`src/rtl/seg_pkg.sv`:
```
// Shared types and constants for the multiplexed seven-segment scanner.
package seg_pkg;

    typedef enum logic {
        BLANK = 1'b0,
        SHOW  = 1'b1
    } seg_state_t;

    localparam logic [6:0] SEG_OFF = 7'b0000000;

    // Segment order {A,B,C,D,E,F,G}; entry 15 is written first.
    localparam logic [15:0][6:0] GLYPH_TABLE = {
        7'b1000111,  // F
        7'b1001111,  // E
        7'b0111101,  // d
        7'b1001110,  // C
        7'b0011111,  // b
        7'b1110111,  // A
        7'b1110011,  // 9
        7'b1111111,  // 8
        7'b1110000,  // 7
        7'b1011111,  // 6
        7'b1011011,  // 5
        7'b0110011,  // 4
        7'b1111001,  // 3
        7'b1101101,  // 2
        7'b0110000,  // 1
        7'b1111110   // 0
    };

endpackage

```
`src/rtl/seg_hex_decode.sv`:
```
// Combinational hex nibble to seven-segment glyph lookup.
module seg_hex_decode
    import seg_pkg::*;
(
    input  logic [3:0] i_nibble,
    output logic [6:0] o_seg
);

    assign o_seg = GLYPH_TABLE[i_nibble];

endmodule

```
`src/rtl/seg_scan_ctrl.sv`:
```
// Four-digit seven-segment scan controller with frame-synchronous display update.
//   state | meaning
//   BLANK | dead time at slot start, anode and segments off
//   SHOW  | selected digit driven if enabled
module seg_scan_ctrl
    import seg_pkg::*;
#(
    parameter int REFRESH_DIV  = 50000,
    parameter int BLANK_CYCLES = 2
) (
    input  logic        Clk,
    input  logic        Rst,
    input  logic        LoadValid,
    input  logic [15:0] LoadData,
    output logic        LoadReady,
    input  logic [3:0]  DigitEnable,
    output logic [6:0]  Seg,
    output logic [3:0]  Anode,
    output logic        FrameTick
);

    localparam int              CNT_W      = (REFRESH_DIV > 1) ? $clog2(REFRESH_DIV) : 1;
    localparam logic [CNT_W-1:0] CNT_LAST   = CNT_W'(REFRESH_DIV - 1);
    localparam logic [CNT_W-1:0] BLANK_LAST = CNT_W'(BLANK_CYCLES - 1);
    localparam logic [CNT_W-1:0] CNT_ONE    = CNT_W'(1);

    seg_state_t       r_state;
    seg_state_t       w_state_next;
    logic [1:0]       r_idx;
    logic [1:0]       w_idx_next;
    logic [CNT_W-1:0] r_slot_cnt;
    logic [CNT_W-1:0] w_cnt_next;
    logic [15:0]      r_disp;
    logic [15:0]      r_pend;
    logic             r_pend_valid;
    logic             r_load_ready;
    logic [6:0]       r_seg;
    logic [3:0]       r_anode;
    logic             r_frame_tick;
    logic             w_slot_last;
    logic             w_frame_end;
    logic             w_accept;
    logic [3:0]       w_nibble;
    logic [6:0]       w_glyph;
    logic [6:0]       w_seg_next;
    logic [3:0]       w_anode_next;

    assign w_slot_last = (r_slot_cnt == CNT_LAST);
    assign w_frame_end = w_slot_last && (r_idx == 2'd3);
    assign w_cnt_next  = w_slot_last ? '0 : r_slot_cnt + CNT_ONE;
    assign w_idx_next  = w_slot_last ? r_idx + 2'd1 : r_idx;
    assign w_accept    = LoadValid && r_load_ready;
    assign w_nibble    = r_disp[{w_idx_next, 2'b00} +: 4];

    seg_hex_decode u_hex_decode (
        .i_nibble (w_nibble),
        .o_seg    (w_glyph)
    );

    // Outputs are computed for the upcoming cycle so the registered anode,
    // segments and counters always describe the same slot position.
    always_comb begin
        w_state_next = r_state;
        w_anode_next = 4'b0000;
        w_seg_next   = SEG_OFF;
        case (r_state)
            BLANK: if (r_slot_cnt == BLANK_LAST) w_state_next = SHOW;
            SHOW:  if (w_slot_last)              w_state_next = BLANK;
            default: w_state_next = BLANK;
        endcase
        if (w_state_next == SHOW && DigitEnable[w_idx_next]) begin
            w_anode_next = 4'b0001 << w_idx_next;
            w_seg_next   = w_glyph;
        end
    end

    always_ff @(posedge Clk) begin
        if (Rst) begin
            r_state      <= BLANK;
            r_idx        <= 2'd0;
            r_slot_cnt   <= '0;
            r_disp       <= 16'h0000;
            r_pend       <= 16'h0000;
            r_pend_valid <= 1'b0;
            r_load_ready <= 1'b1;
            r_seg        <= SEG_OFF;
            r_anode      <= 4'b0000;
            r_frame_tick <= 1'b0;
        end else begin
            r_state      <= w_state_next;
            r_idx        <= w_idx_next;
            r_slot_cnt   <= w_cnt_next;
            r_seg        <= w_seg_next;
            r_anode      <= w_anode_next;
            r_frame_tick <= w_frame_end;
            if (w_frame_end && r_pend_valid) begin
                r_disp       <= r_pend;
                r_pend_valid <= 1'b0;
                r_load_ready <= 1'b1;
            end else if (w_accept) begin
                r_pend       <= LoadData;
                r_pend_valid <= 1'b1;
                r_load_ready <= 1'b0;
            end
        end
    end

    assign Seg       = r_seg;
    assign Anode     = r_anode;
    assign FrameTick = r_frame_tick;
    assign LoadReady = r_load_ready;

endmodule
```
`config.mk`:
```
export PLATFORM = sky130hd
export DESIGN_NAME = seg_scan_ctrl
export DESIGN_NICKNAME = d
export VERILOG_FILES = /design/src/rtl/seg_pkg.sv /design/src/rtl/seg_hex_decode.sv /design/src/rtl/seg_scan_ctrl.sv
export SDC_FILE = /design/constraint.sdc
export NUM_CORES = 1
export LEC_CHECK = 0
export CORE_ASPECT_RATIO = 0.5
export CORE_MARGIN = 2
export CORE_UTILIZATION = 50
export CTS_CLUSTER_SIZE = 30
export DETAILED_ROUTE_END_ITERATION = 7
export PLACE_DENSITY = 0.76
export SETUP_SLACK_MARGIN = 0.15
export SYNTH_ARGS = -nofsm -noshare
export SYNTH_HDL_FRONTEND = slang
export SYNTH_SLANG_ARGS = --single-unit
```
`constraint.sdc`:
```
create_clock -name Clk -period 2.9 [get_ports Clk]
set_input_delay 0.29 -clock Clk [delete_from_list [all_inputs] [get_ports Clk]]
set_output_delay 0.29 -clock Clk [all_outputs]
set_load 0.05 [all_outputs]
```
Fig. 1: run 1, routing congestion map
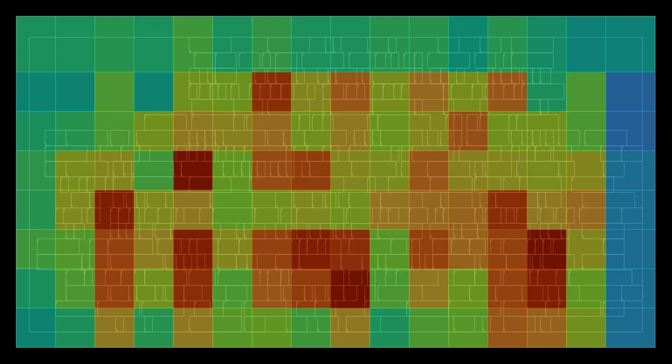
met3 GRT Util: 7.01%
GRT busiest layer: met2
met1 Usage GRT: 25.7%

Fig. 2: run 1, selected gate families
(6 px per µm)
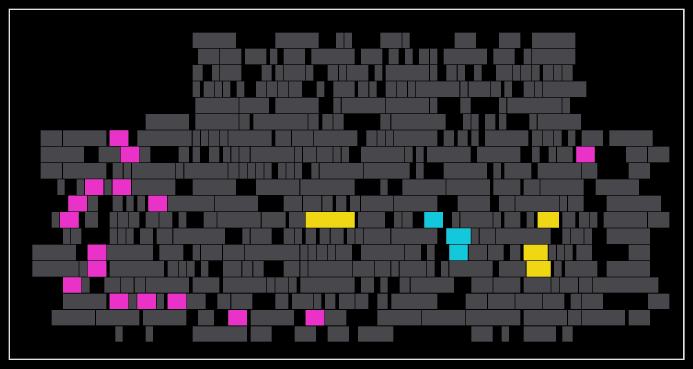
[cyan] non-inverting ao/oa cells | cells: 3
[yellow] mux cells | cells: 4
[magenta] xor and xnor cells | cells: 16
logic share of the area: 41.8%
final non-filler cell total: 466
Top cell excl fill/tap: nand2_1

==> reports/results.ini, run 1 <==
[drt]
wl_met2_mm = 3.43
top_layer_used = met4
wl_met3_um = 311
wl_met1_mm = 2.94
vias = 2535
via_per_inst = 5.44
first_pass_iters = 5
drt-wirelength-per-cell_um = 14.7

[floorplan]
dieArea_um2 = 6520
core_area_um2 = 5560
die_h_um = 58.1
rows = 19
initCoreUtil_pct = 52.6
num_io_pins = 36

[clocking]
ctsResizeCount = 4

[power]
p_comb_mw = 0.133
maxPowerGroup = clock
cellInternalPower_mw = 1.67
p_per_area_nw_per_um2 = 564
clk-power_mw = 1.08
seq_power_mw = 0.935
clkPwrFrac_pct = 50.3
seqPwrFrac_pct = 43.5
vdd_drop_max_v = 0.000525

[sta]
tightest_slew_ns = 0.620
setup_tns_ns = 0
timing.final.max_slew_violations = 0
setup_ws_ns = 0.251

[min_path]
hp-start = r_slot_cnt[0]
hold_class = reg -> reg

[placed_design]
dpl_cell_area_um2 = 3380
hpwl_mm = 4.86
pre_cts_ws_ns = 0.000738

[critical_path]
worstPathRequired_ns = 3.15
cpMostUsedCell = ha_4
cp_slowest_cell = or3_4
critPathLaunchType = flip-flop
max_stage_delay_ns = 0.48
crit_start = r_slot_cnt[0]
endpoint_kind = flip-flop
rr_startpoint = r_slot_cnt[0]
criticalPathCategory = reg -> reg
critPathTopFamily = AND-OR/OR-AND gates
worst_r2r_path_depth = 11

[yosys]
ys.flops = 65
ff_type = dfxtp_1
logic_family = simple AND/OR/NAND/NOR gates
syn_area_per_cell_um2 = 8.53
xor_share_pct = 4.79
ys_seq_share_pct = 44.5
synth_area_um2 = 2930
ys_sh_simple_pct = 25.1
synth.yosys.num_cells = 343
synthMuxAreaShare_pct = 1.88
synthArstFlopShare_pct = 0
edf_count = 0

[final_layout]
utilization_pct = 68.5
fillers = 418
drive_above_1_share_pct = 18.3
largest_registers = r_disp (16), r_pend (16), r_slot_cnt (16)
finalNetCount = 421
syn_to_final_growth_pct = 30.3
diodes = 0

[grt]
gr-usage-met2_pct = 37.5
track_usage_pct = 21.8
antenna_found_initial = 0

[job]
drv_cap = 0

[outcome]
status = finished clean

Fig. 3: run 1, signal wires by layer
(4 px per µm) Only two layers are drawn.
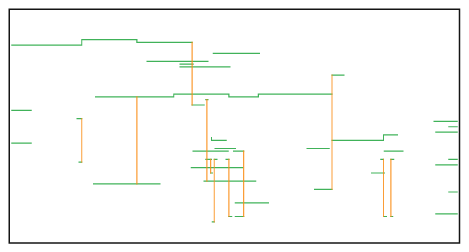
[orange] M4 | wire length: 175 µm
[green] M3 | wire length: 311 µm

Fig. 4: run 1, a small window of the routed layout
Window x 41 to 71, y 26 to 56 µm. Cells in gray, sequential cells in the stronger gray; small squares are vias.
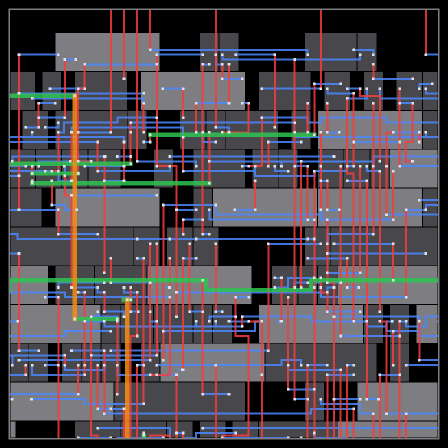
[red] M2
[green] M3
[orange] M4
[blue] M1
netlist names of flops here include: `r_disp` (7), `r_pend` (4)
sequential cells in the window: 13
cells with their middle in the window: 74
most frequent: nand2_1 (29), dfxtp_1 (13), a21oi_1 (12)

-- run 1: layout make-up --
| type | count | share of cell area (%) |
|---|---|---|
| timing repair buffer | 51 | 12.3 |
| tap | 73 | 2.40 |
| sequential | 65 | 34.3 |
| clock inverter | 6 | 1.77 |
| inverter | 11 | 1.08 |
| multi-input combinational | 250 | 41.8 |
| clock buffer | 10 | 6.27 |
-- run 1: synth_stat cells, types with 3 or more instances --
cell	number
buf_6	3
nor4_2	3
nor3_1	17
a21oi_1	36
a31oi_1	3
nand2_1	77
a31oi_2	3
nor4_1	3
and3_1	7
ha_1	10
clkbuf_1	10
buf_2	3
dfxtp_1	65
xnor2_1	7
nand2_2	4
o221ai_2	3
inv_1	10
xor2_1	9
nor2_1	32
nand3_1	10
==> inputs of run 2 (changes only) <==
CELL_PAD_IN_SITES_DETAIL_PLACEMENT = 2   (was not set)
CELL_PAD_IN_SITES_GLOBAL_PLACEMENT = 2   (was not set)
CORE_UTILIZATION = 30   (was 50)
PLACE_DENSITY = not set   (was 0.76)
PLACE_DENSITY_LB_ADDON = 0.1   (was not set)
Fig. 5: run 2, a small window of the routed layout
Window x 57 to 87, y 37 to 67 µm. Cells in gray, sequential cells in the stronger gray; small squares are vias.
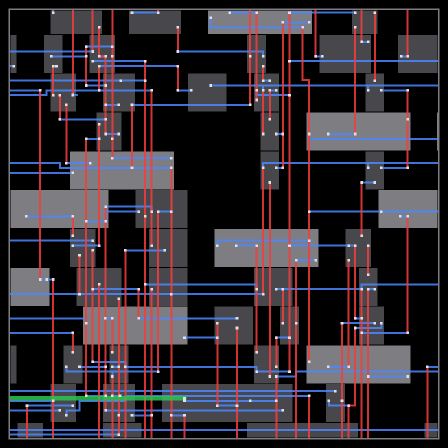
[blue] M1
[green] M3
[red] M2
most frequent: nand2_1 (9), dfxtp_1 (8), a21oi_1 (6)
cells with their middle in the window: 43
sequential cells in the window: 8
netlist names of flops here include: `r_disp` (2), `r_idx` (2), `r_pend` (2)

Fig. 6: run 2, selected gate families
(4 px per µm)
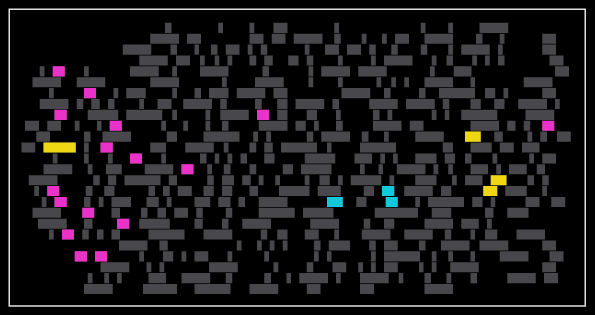
[magenta] xor and xnor cells | cells: 16
[cyan] non-inverting ao/oa cells | cells: 3
[yellow] mux cells | cells: 4
final non-filler cell total: 532
logic share of the area: 40.8%

==> run 2 against run 1 <==
Net effect:
- sequential share of layout area is 1.2 points lower
- sequential power hardly changed
- first-iteration DRC count is 61% lower
- flip-flop count stayed put
==> reports/results.ini, run 2 <==
[power]
vdd_drop_max_v = 0.000297
p_per_area_nw_per_um2 = 560
clkPwrFrac_pct = 51.2

[yosys]
synthArstFlopShare_pct = 0
logic_family = simple AND/OR/NAND/NOR gates
ys.flops = 65
ys_seq_share_pct = 44.5
edf_count = 0
synth.yosys.num_cells = 343
top_cells_by_count = 77 x nand2_1, 65 x dfxtp_1, 36 x a21oi_1
ys_sh_simple_pct = 25.1
synthMuxAreaShare_pct = 1.88
ff_type = dfxtp_1

[drt]
vias = 2594
wl_met1_mm = 4.06

[grt]
antenna_found_initial = 0
track_usage_pct = 17.8
gr-usage-met2_pct = 30.4
grtUsageMet3_pct = 4.95
grt_use_met1_pct = 21.8

[critical_path]
rr_startpoint = r_slot_cnt[0]
crit_start = r_slot_cnt[0]
critPathTopFamily = simple AND/OR/NAND/NOR gates
max_stage_delay_ns = 0.49
worstPathRequired_ns = 3.15
critPathLaunchType = flip-flop
cpMostUsedCell = ha_4
endpoint_kind = flip-flop

[floorplan]
die_h_um = 73.8
rows = 25
dieArea_um2 = 10600
core_area_um2 = 9450
initCoreUtil_pct = 31.0

[placed_design]
dpl_cell_area_um2 = 3470
hpwl_mm = 6.41

[outcome]
status = finished clean

[sta]
timing.final.max_slew_violations = 0
setup_tns_ns = 0
setup_ws_ns = 0.274

[job]
drv_cap = 0

[final_layout]
diodes = 0
drive_above_1_share_pct = 18.6
finalNetCount = 426
syn_to_final_growth_pct = 35.0
largest_registers = r_disp (16), r_pend (16), r_slot_cnt (16)

[min_path]
hold_class = reg -> reg

[clocking]
ctsResizeCount = 8

## run 2: layout make-up
cell class / count / area [µm²] / share of cell area (%)
inverters: 11 / 41.3 / 1.05
well taps: 135 / 169 / 4.28
flip-flops and latches: 65 / 1310 / 33.1
repair buffers: 56 / 508 / 12.9
clock buffers: 13 / 280 / 7.10
clock inverters: 2 / 35.0 / 0.887
multi-input cells: 250 / 1610 / 40.8
## run 2: power groups by stage
stage / combinational, mW / sequential, mW / clock (mW)
final: 0.142 / 0.936 / 1.13
after global routing: 0.156 / 0.938 / 1.22
after CTS: 0.143 / 0.934 / 1.17
after detailed placement: 0.140 / 0.953 / 0
after global placement: 0.134 / 0.952 / 0
after floorplan: 0.0522 / 0.974 / 0
==> inputs of run 3 (changes only) <==
SETUP_SLACK_MARGIN = 0.4   (was 0.15)
Fig. 7: run 3, routing congestion map
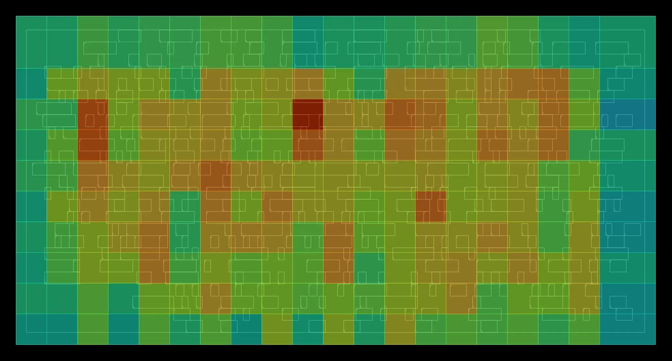
met3 GRT Util: 4.95%
Tot GR Track Use: 18.3%
grt met2 use: 33.6%

Fig. 8: run 3, signal wires by layer
(3 px per µm) Only two layers are drawn.
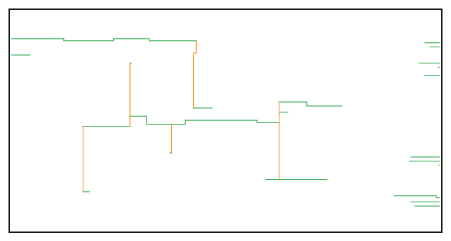
[green] M3 | wire length: 266 µm
[orange] M4 | wire length: 102 µm

==> run 3 against run 2 <==
Net effect:
- cell count rose by 1.1%
- count of clock-buffer cells in the layout down 1
- flip-flop count stayed put
- worst hold slack about the same
- critical path type unchanged
- largest power group unchanged
==> reports/results.ini, run 3 <==
[final_layout]
utilization_pct = 42.8
diodes = 0
num-nonclk-inverters = 11
lay_top_count = nand2_1
multi_input_comb_cells = 250
clock_area_share_pct = 6.53
seq_area_share_pct = 32.5
comb_share_pct = 42.0
flops = 65

[critical_path]
cpMostUsedCell = ha_4
max_stage_delay_ns = 0.47
critPathTopFamily = simple AND/OR/NAND/NOR gates
worstPathRequired_ns = 3.14
rr_startpoint = r_slot_cnt[1]
cp_slowest_cell = or3_4

[yosys]
synth.yosys.num_cells = 343
synth_area_um2 = 2930
syn_area_per_cell_um2 = 8.53
ys_seq_share_pct = 44.5
xor_share_pct = 4.79
synthMuxAreaShare_pct = 1.88
top_cell = nand2_1

[drt]
top_layer_used = met4
wl_met2_mm = 4.42

[grt]
grt_use_met1_pct = 21.1
grt.busiest_layer = met2

[sta]
timing.final.max_slew_violations = 0
setup_ws_ns = 0.266
setup_tns_ns = 0
tightest_slew_ns = 0.563

[outcome]
status = finished clean

[floorplan]
rows = 25
taps = 135
die_h_um = 73.8
dieArea_um2 = 10600
initCoreUtil_pct = 31.0

[placed_design]
pre_cts_ws_ns = -0.0332

[min_path]
hp-start = r_pend[15]

==> run 3: cell counts after synthesis <==
No cell type changed its count.
==> run 3: cell families (layout without fill, tap and decap cells) <==
kind of cell	count (synthesis)	after routing
buffers and inverters	28	88
and+or+nand+nor	160	160
muxes	4	4
xor gates and xnor gates	16	16
adders and majority gates	10	10
DFF	65	65
AOI/OAI and AO/OA	60	60
==> run 3: repair_timing <==
| action | 4_1_cts | 5_1_grt |
|---|---|---|
| endpoints found under the setup margin | 11 | 27 |
| setup buffers | 16 | 3 |
| resized | 25 | 9 |
| cloned | 0 | 0 |
| pin swaps | 13 | 0 |
| endpoints found under the hold margin | 0 | 0 |
==> run 3: power breakdown <==
group	switching [mW]	internal [mW]	total (mW)
combinational	0.0799	0.0637	0.144
sequential	0.0164	0.920	0.936
clock	0.377	0.593	0.970
Power is estimated from default activity; no workload was simulated.
